File: src/rtl/varredura_display.sv
// Two-digit sign/magnitude scanner with dead time and frame-aligned updates.
// Optional macro VARREDURA_OVF_EN shows an error glyph on adder overflow.
module varredura_display #(
  parameter int DIV = 50000,
  parameter int GAP = 2
) (
  input  logic       clk,
  input  logic       rst_n,
  input  logic [3:0] valor,
  input  logic       ovf,
  input  logic       carga,
  output logic [3:0] bcd,
  output logic [1:0] anodo,
  output logic       quadro
);

  localparam int MAXL = (DIV > GAP) ? DIV : GAP;
  localparam int CW   = $clog2(MAXL + 1);

`ifdef VARREDURA_OVF_EN
  localparam int VW = 5;
`else
  localparam int VW = 4;
`endif

  typedef enum logic [1:0] {
    S_SINAL,
    G1,
    S_MAG,
    G2
  } state_t;

  state_t          state_q, state_d;
  logic [CW-1:0]   cnt_q, cnt_d;
  logic [VW-1:0]   pend_q, pend_d;
  logic [VW-1:0]   shd_q, shd_d;
  logic [3:0]      bcd_q, bcd_d;
  logic [1:0]      anodo_q, anodo_d;
  logic            quadro_q, quadro_d;
  logic            frame_start;
  logic [3:0]      sign_c, mag_c, val_c;

`ifdef VARREDURA_OVF_EN
  assign pend_d = carga ? {ovf, valor} : pend_q;
`else
  logic unused_ovf;
  assign unused_ovf = ovf;
  assign pend_d = carga ? valor : pend_q;
`endif

  // Next cycle begins a new frame: shadow must reflect the old pending value.
  assign frame_start = (state_q == G2) && (cnt_q == '0);
  assign shd_d = frame_start ? pend_q : shd_q;
  assign val_c = shd_d[3:0];

  always_comb begin
    sign_c = 4'hF;
    mag_c  = val_c;
    if (val_c[3]) begin
      sign_c = 4'hA;
      mag_c  = ~val_c + 4'd1;
    end
`ifdef VARREDURA_OVF_EN
    if (shd_d[4]) begin
      sign_c = 4'hE;
      mag_c  = 4'hE;
    end
`endif
  end

  always_comb begin
    state_d = state_q;
    cnt_d   = cnt_q - CW'(1);
    if (cnt_q == '0) begin
      unique case (state_q)
        S_SINAL: begin
          state_d = G1;
          cnt_d   = CW'(GAP - 1);
        end
        G1: begin
          state_d = S_MAG;
          cnt_d   = CW'(DIV - 1);
        end
        S_MAG: begin
          state_d = G2;
          cnt_d   = CW'(GAP - 1);
        end
        G2: begin
          state_d = S_SINAL;
          cnt_d   = CW'(DIV - 1);
        end
        default: begin
          state_d = G2;
          cnt_d   = '0;
        end
      endcase
    end
  end

  always_comb begin
    anodo_d  = 2'b11;
    bcd_d    = 4'hF;
    quadro_d = frame_start;
    unique case (state_d)
      S_SINAL: begin
        anodo_d = 2'b10;
        bcd_d   = sign_c;
      end
      S_MAG: begin
        anodo_d = 2'b01;
        bcd_d   = mag_c;
      end
      default: begin
        anodo_d = 2'b11;
        bcd_d   = 4'hF;
      end
    endcase
  end

  always_ff @(posedge clk or negedge rst_n) begin
    if (!rst_n) begin
      state_q  <= G2;
      cnt_q    <= '0;
      pend_q   <= '0;
      shd_q    <= '0;
      bcd_q    <= 4'hF;
      anodo_q  <= 2'b11;
      quadro_q <= 1'b0;
    end else begin
      state_q  <= state_d;
      cnt_q    <= cnt_d;
      pend_q   <= pend_d;
      shd_q    <= shd_d;
      bcd_q    <= bcd_d;
      anodo_q  <= anodo_d;
      quadro_q <= quadro_d;
    end
  end

  assign bcd    = bcd_q;
  assign anodo  = anodo_q;
  assign quadro = quadro_q;

endmodule
File: config.mk
export PLATFORM = sky130hd
export DESIGN_NAME = varredura_display
export DESIGN_NICKNAME = d
export VERILOG_FILES = /design/src/rtl/varredura_display.sv
export SDC_FILE = /design/constraint.sdc
export NUM_CORES = 1
export LEC_CHECK = 0
export ABC_AREA = 1
export CAP_MARGIN = 20
export CELL_PAD_IN_SITES_DETAIL_PLACEMENT = 1
export CELL_PAD_IN_SITES_GLOBAL_PLACEMENT = 1
export CORE_UTILIZATION = 44
export CTS_CLUSTER_SIZE = 10
export DETAILED_ROUTE_END_ITERATION = 10
export PLACE_DENSITY = 0.89
export SYNTH_ARGS = -nofsm -noshare
export SYNTH_HDL_FRONTEND = slang
export SYNTH_SLANG_ARGS = --single-unit
File: constraint.sdc
create_clock -name clk -period 2.3 [get_ports clk]
set_clock_uncertainty 0.2 [all_clocks]
set_input_delay 0.46 -clock clk [delete_from_list [all_inputs] [get_ports clk]]
set_output_delay 0.46 -clock clk [all_outputs]
set_load 0.03 [all_outputs]
**Run 1: sequential cells grouped by signal name**

Scale bar: 20 um. Other sequential cells in the stronger gray, the rest of the logic in the fainter gray.
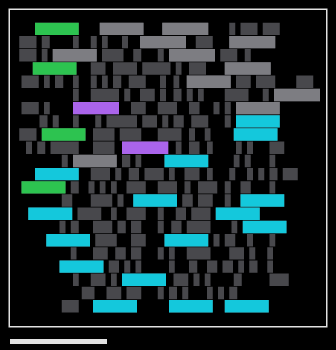
signal	color	placed flops
state_q	purple	2
pend_q	green	4
cnt_q	cyan	16
not colored	11
final design utilization: 0.540
register share of the cell area: 0.414
P_seq: 0.000589 W
flip-flop and latch area: 836 sq um

**Run 1: drive-strength map**

Scale bar: 20 um.
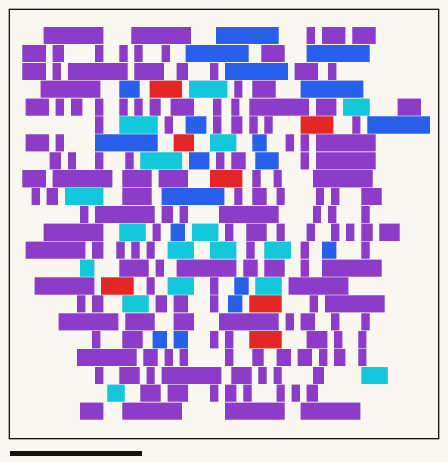
size	color	cells	share
_0 and _1 cells	purple	162	79%
_6 and larger	red	7	3.4%
_2 cells	blue	19	9.3%
_3 and _4 cells	cyan	17	8.3%
design area: 2020 sq um
worst-case setup margin in the final layout: 0.180 ns
number of non-clock buffers: 14
layout overhead on the synthesized area: 15.4%

**Run 1: routed clock nets over the placement**

Scale bar: 20 um.
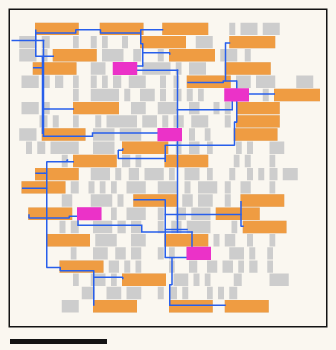
[clock wires] blue | length: 442 um
[clock drivers] magenta | count: 5
[flip-flops] orange | count: 33
flops lie	all over the die

**Run 1: clock wiring as the flow saved it**

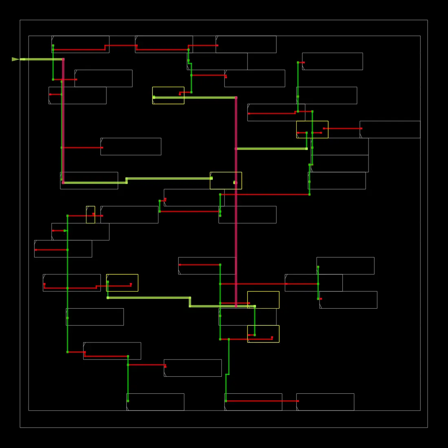
Inserted Clock Buffers: 5
P_clk: 0.000438 W
count of flip-flops and latches: 33
number of sinks driven by the clock tree: 33
Clock buffer cells: 7

## run 1: cell type report
cell class | instances | area (sq um) | area share
sequential | 33 | 836 | 0.414
multi-input combinational | 126 | 800 | 0.396
timing repair buffer | 14 | 138 | 0.0681
inverter | 25 | 101 | 0.0502
clock buffer | 7 | 86.3 | 0.0427
tap | 48 | 60.1 | 0.0297
## run 1: routing by layer
layer / vias to the layer above / routed length [um]
met1: 614 / 1590
met2: 12 / 1770
met3: 6 / 90
met5: - / 0
li1: 622 / -
met4: 0 / 53
## run 1: cells by family (layout without fill, tap and decap cells)
group	count (synthesis)	after routing	synth area share
compound gates	19	19	0.0821
flops	33	33	0.477
xor+xnor	11	11	0.0550
fa+ha+maj	6	6	0.0429
simple gates	90	90	0.276
buf+inv	26	46	0.0664
==> summary.txt, run 1 <==
Implementation numbers.

- The number of setup buffers added after CTS is 0.
- The synth_stat.txt file lists the number of cells as 185.
- The clock passes through at most 2 buffers.
- The highest clock rate this design can be run at is approximately 0.47 GHz.
- The number of standard cells in the layout, taps in and fillers out is 253.
- The endpoint of the worst-slack reg-to-reg timing path is cnt_q[1]$_DFF_PN0_.
- In the final routed layout, each cell accounts on average for 13.8 um.
- Of the total power, combinational logic draws 0.031.
- For this run, the detailed router reports a per-instance via density of about 5.
- The beginning of the worst hold path is cnt_q[0]$_DFF_PN0_.
- Of the total power, the share spent switching nets is 0.210.
- The flow ran to the end, and the final reports show no timing, DRC or antenna violations.
- Looking at the clock tree report, the root buffer type is clkbuf_8.
- The critical path goes through clkdlybuf4s50_1.
- The report lists the number of cells resized after CTS as 0.
- Pins over their slew limit in the final report were tallied at 0.
- Warnings reported by Yosys during synthesis add up to 0.
- The final timing summary puts the cycle share of the worst path at 0.922.
- The synthesized netlist cell count is 185.
- The clock tree from TritonCTS is yes.
- Along the worst path, the maximum fanout reaches 1.
- The HPWL after detailed placement is 2700 um.
- Sorting the Yosys area breakdown by cell type puts at the top dfrtp_1.
- The final route contains 1254 vias.
- The transition time recorded at the tightest slew-check pin is 0.625 ns.
==> run 2, diff against run 1 <==
--- a/config.mk
+++ b/config.mk
@@ -10,6 +10,7 @@
 export CELL_PAD_IN_SITES_DETAIL_PLACEMENT = 1
 export CELL_PAD_IN_SITES_GLOBAL_PLACEMENT = 1
 export CORE_UTILIZATION = 44
+export CTS_CLUSTER_DIAMETER = 100
 export CTS_CLUSTER_SIZE = 10
 export DETAILED_ROUTE_END_ITERATION = 10
 export PLACE_DENSITY = 0.89
==> run 2 against run 1 <==
  * Worst hold slack is the same
  * Via count is the same
  * Synthesized cell count is the same
  * Clock power is essentially flat
  * Cell area is the same
  * Critical path type unchanged
  * First-iteration DRC count is the same
  * Sequential power is essentially flat
  * Non-clock buffer count is the same
  * Sequential share of layout area is the same
  * Critical endpoint unchanged
==> summary.txt, run 2 <==
Implementation numbers.

- The buffers inserted during post-CTS setup optimization is 0 (unchanged).
- The area of the synthesized netlist per yosys stat is between 1500 and 2000 sq um.
- According to the I/O placement log, the pin count is 15.
- The tightest min-delay check is of the reg -> reg type.
- The timing report notes that buffer and inverter cells on the critical path total 1.
- Summing every instance area after synthesis gives 1750 sq um.
- The count of cells resized by post-cts repair is 0 (unchanged).
- The fraction of power spent switching nets is 0.210 (unchanged).
- The share of the cycle needed by the critical path after routing is 0.922 (unchanged).
- The summed area of non-filler cells in the final layout is 2020 sq um (unchanged).
- The detailed-routed wire length on met2 is 1770 um (unchanged).
- The final core utilization is 0.540 (unchanged).
- The total clock network power is 0.000438 W (about the same).
- The area fraction in mux cells is 0 (unchanged).
- Traced cell by cell, the critical path runs through clkdlybuf4s50_1.
- The post-synthesis sequential area ratio is 0.477.
- The sum of routed wire segments on met1 is 1590 um (unchanged).
- The biggest combinational cell group after synthesis is simple AND/OR/NAND/NOR gates.
- The buffer cell driving the clock tree root is clkbuf_8.
- The detailed-route via count was 1254 (unchanged).
- The simple-gate share of the synthesized area is 0.276 (unchanged).
- The adder and majority cell fraction of the synthesized area is 0.0429 (unchanged).
- The slew at the pin closest to its max-slew limit is 0.625 ns (unchanged).
- The number of standard cells in the layout, taps in and fillers out is 253 (unchanged).
- The maximum buffer depth of the clock tree is 2 (unchanged).
- The routed wirelength normalized by instance count was 13.8 um (unchanged).
- The achievable frequency is 0.472 GHz (unchanged).
- The TritonCTS sink count is 33 (unchanged).
- dfrtp_1 takes more of the synthesized area than any other cell.
- The run finished with clean final reports.
- The clock tree from TritonCTS is yes.
- Looking at hold timing, the worst path starts from cnt_q[0]$_DFF_PN0_.
- The fraction of synthesized cell area in xor and xnor cells is 0.0550 (unchanged).
- In this run the top signal layer used is met4.
- The compound-cell area share of the yosys netlist is 0.0821 (unchanged).
- The proportion of power drawn by combinational gates was 0.031 (about the same).
- The HPWL after detailed placement is 2700 um (unchanged).
- The sequential logic power is 0.000589 W (about the same).
- The count of warnings emitted by yosys came to 0 (unchanged).
- The cell count listed in synth_stat.txt is 185 (unchanged).
- The library cells used most frequently in the layout, excluding fill and tap cells, are nand2_1, dfrtp_1, inv_1.
- The total met3 wirelength after detailed routing was 90 um (unchanged).
- The highest net fanout along the worst path was 1 (unchanged).
- The number of buffers inserted during clock tree synthesis is 5 (unchanged).
- The synthesized netlist cell count came to 185 (unchanged).
## run 2: cells by family (layout without fill, tap and decap cells)
family | Yosys count | after routing
AOI/OAI and AO/OA | 19 | 19
xor gates and xnor gates | 11 | 11
DFF | 33 | 33
and+or+nand+nor | 90 | 90
buffers and inverters | 26 | 46
adders and majority gates | 6 | 6
## run 2: cell type report
class                   instances  area (sq um)
repair buffers                 14           138
inverters                      25           101
flip-flops and latches         33           836
multi-input cells             126           800
well taps                      48          60.1
clock buffers                   7          86.3
fillers                       446          1720
## run 2: worst register-to-register path, cell delays in order (launching register included)
cell and delay (ns):
dfrtp_1 0.38, inv_1 0.09, ha_1 0.23, nand2_1 0.11
nor2_4 0.07, nand2_4 0.10, inv_4 0.09, o21ai_1 0.35
o21ai_0 0.20
**Run 2: drive-strength map**

Scale bar: 20 um.
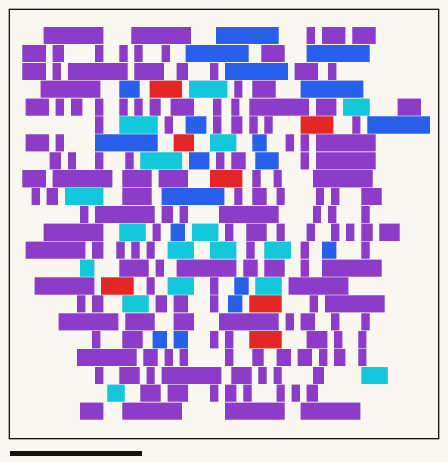
size	color	cells	share
_6 and larger	red	7	3.4%
_2 cells	blue	19	9.3%
_3 and _4 cells	cyan	17	8.3%
_0 and _1 cells	purple	162	79%

**Run 2: sequential cells grouped by signal name**

Scale bar: 20 um. Other sequential cells in the stronger gray, the rest of the logic in the fainter gray.
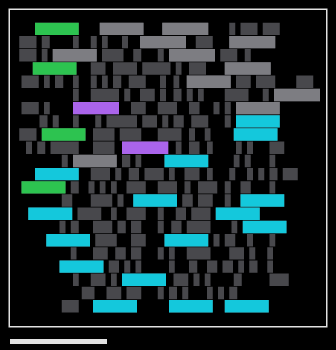
signal	color	placed flops
cnt_q	cyan	16
state_q	purple	2
pend_q	green	4
not colored	11

**Run 2: zoomed window**

Region (34, 1) to (64, 31) um. Cells in gray, sequential cells in the stronger gray; small squares are vias.
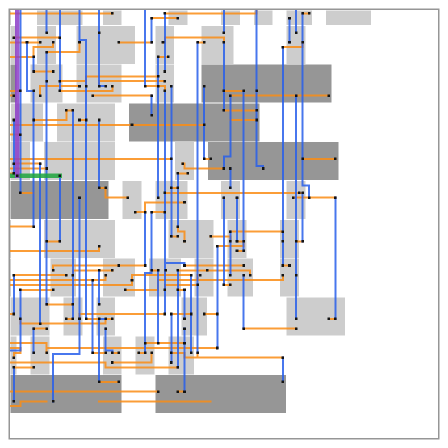
layer	color
metal 3	green
metal 4	purple
metal 1	orange
metal 2	blue
sequential cells in the window	6
most frequent	nor2_1 (8), dfrtp_1 (6), inv_1 (5)
netlist names of flops here include	cnt_q (6)
cells with their middle in the window	42

Power figures rest on the tool's default switching activity, not on a simulated workload.
